Figure 1. Routed metal per tile.
Drawn at 2 px/um. 28 x 28 tiles, from dark purple (low) to yellow (high), scaled to the fullest tile. Values are wire area over tile area, all layers added.
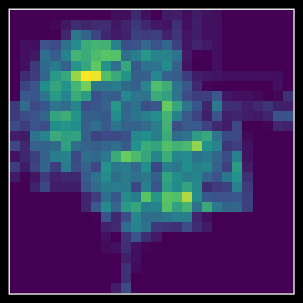
Figure 2. Placed standard cells.
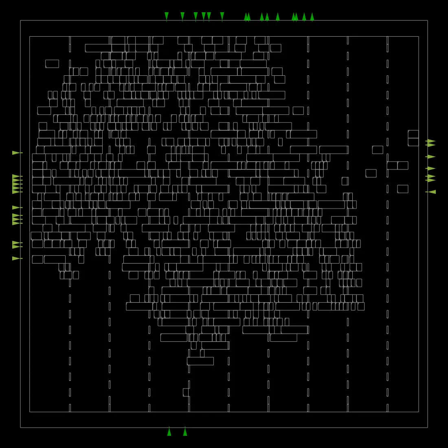
Design ula_multiciclo, sky130hd; sources not shown.
==> impl_metrics.py <==
# Synthesis and PnR figures
metrics = {
    "outcome": {
        "status": "completed",
    },
    "synth": {
        "synth_area_sq_um": 4600,
        "ys_sh_simple_pct": 31.9,
        "fp_nets": 750,
        "flop_cell": "dfrtp_1",
        "ys_sh_mux_pct": 0,
        "synthCells": 683,
        "adder_share_pct": 12.9,
        "edf_count": 0,
        "synth_cell_types": 42,
        "synth_seq_share_pct": 25.1,
        "synthAoiAreaFrac_pct": 16.6,
        "most_common_cell": "nand2_1",
        "yosys-top-cells-count": "nand2_1, inv_1, nand3_1",
        "syn_area_per_cell_sq_um": 6.73,
        "synthTopCellsByArea": "dfrtp_1, nand2_1, ha_1",
        "ys.flops": 46,
        "ys_warn_count": 0,
        "yosys_cells": 683,
        "synth_area_leader_cell": "dfrtp_1",
        "ys_top_logic_family": "simple AND/OR/NAND/NOR gates",
        "synth_top_area_share_pct": 24.5,
    },
    "placement": {
        "dpl_cell_area_sq_um": 5590,
        "place_hpwl_mm": 11.6,
        "place_worst_setup_slack_ps": -224,
        "gp_congestion": 0.887,
    },
    "clocking": {
        "cts_tree": "yes",
        "cts_max_level": 2,
        "post_cts_buffers": 3,
        "cts_inserted_buffers": 5,
        "ctsResizeCount": 15,
        "clock_path_buffers": 2,
        "postCtsHoldBufs": 0,
        "cts_sinks": 46,
        "path_clk_slew_ps": 60,
        "root_buffer": "clkbuf_16",
    },
    "setup_path": {
        "crit_path_start_kind": "input port",
        "worst-r2r-cell-count": 13,
        "worstSetupPathType": "input port to flip-flop",
        "rrSetupSlack_ps": 410,
        "cp_cell_sequence": "clkdlybuf4s50_1, buf_4, inv_2, nand2_4, nor2_4, nand2_1, nand2_1, nor3_2, buf_4, buf_4, buf_4, buf_4, o31ai_1",
        "cp.arrival_ps": 2710,
        "crit_path_max_incr_delay_ps": 460,
        "cp_num_cells": 13,
        "critPathSlowestCell": "clkdlybuf4s50_1",
        "crit_fanout": 9,
        "crit_top_cell": "buf_4",
        "crit_required_ps": 3000,
        "worstSetupEndpointType": "flip-flop",
        "cp_top_family": "buffers and inverters",
    },
    "timing": {
        "worstMarginPinSlew_ps": 876,
        "timing.hold.ws_ps": 234,
        "slew_headroom_pct": 41.6,
        "period_needed_ps": 2710,
        "final-max-slew-violation-count": 0,
        "timing.final.ws_setup_ps": 288,
        "rsz0062_at_grt": "yes",
        "finalSetupViolations": 0,
        "period_used_pct": 90.4,
        "fmax_mhz": 369,
    },
    "detailed_routing": {
        "ant_nets": 0,
        "viasPerCell": 4.78,
        "post-route-drc-count": 0,
        "firstDrtPassIters": 5,
        "drt_iter0_drc": 314,
    },
    "die": {
        "die_y_um": 142,
        "ioPinCount": 37,
        "floorplan.core_util_pct": 26.0,
    },
    "job": {
        "warnings": 44,
        "cap_violations": 0,
    },
    "pwr": {
        "power.total_mw": 4.75,
        "p_clk_uw": 540,
        "power_leader": "combinational logic",
        "p_sw_share_pct": 50.3,
        "pg_seq_mw": 1.16,
        "p_int_mw": 2.36,
        "irDropWorstVdd_mv": 0.317,
        "comb_power_mw": 3.05,
        "p_per_area_nw_per_um2": 802,
        "p_sw_mw": 2.39,
        "comb_power_share_pct": 64.3,
    },
    "final_layout": {
        "buf_share_pct": 15.3,
        "comb_area_sq_um": 3050,
        "largestClassByArea": "multi-input combinational cells",
        "area_growth_syn_to_layout_pct": 28.8,
        "mostFrequentLayoutCell": "nand2_1",
        "sh_comb_area_pct": 51.5,
        "filler_cell_count": 1963,
        "inv_count": 104,
        "buffers": 105,
        "diodes": 0,
        "clock_cell_area_share_pct": 2.30,
        "flops": 46,
        "seq_share_pct": 19.5,
        "layout-drive-gt1-share_pct": 20.3,
        "most-common-layout-cells": "nand2_1, inv_1, buf_4",
        "final_area_sq_um": 5920,
        "logic_gate_count": 510,
    },
    "global_routing": {
        "grt_first_pass_wirelength_mm": 22.7,
        "grt_antenna_before_repair": 0,
        "gr-total-overflow": 0,
        "grt_pass1_vias": 4325,
    },
}
About Figure 1:
tiles over half the peak: 10%
emptiest ninth of the die: lower left
fullest tile: 0.61
densest ninth of the die: centre
nearly empty tiles: 41%
vias: 4773
Routed wire per std cell: 14.4 um
drt total wl: 14.3 mm
gr usage total: 14.1%

About Figure 2:
Core Footprint: 17700 sq um
n_taps: 225
Final Util: 33.5%
Cell Rows: 48

worst register-to-register path: stages, from the launching register on:
cell     delay, ps
dfrtp_1        410
ha_2           270
fa_2           460
a21oi_1        120
o21ai_0        230
a21oi_2        210
nand2_1         80
nor2_1         110
nand2_1         50
nor2_1         100
nand3_1        100
o21ai_2         80
nand2_1         50
nand2_1         50
stage by stage:
step                      cells  TNS [ps]
final                       998         0
after floorplan             683         0
after global placement      985      -681
after global routing        998         0
after CTS                   996         0
after detailed placement    985      -870
layer usage:
| metal | share of wire [%] | up-vias | GRT usage (%) |
|---|---|---|---|
| met5 | 0 | - | 0 |
| met1 | 49 | 2233 | 20.9 |
| met4 | 1.7 | 0 | 3.79 |
| met3 | 4.0 | 16 | 1.04 |
| li1 | - | 2396 | - |
| met2 | 45 | 128 | 22.1 |
No activity file was given, so power comes from the tool's default toggle rates.
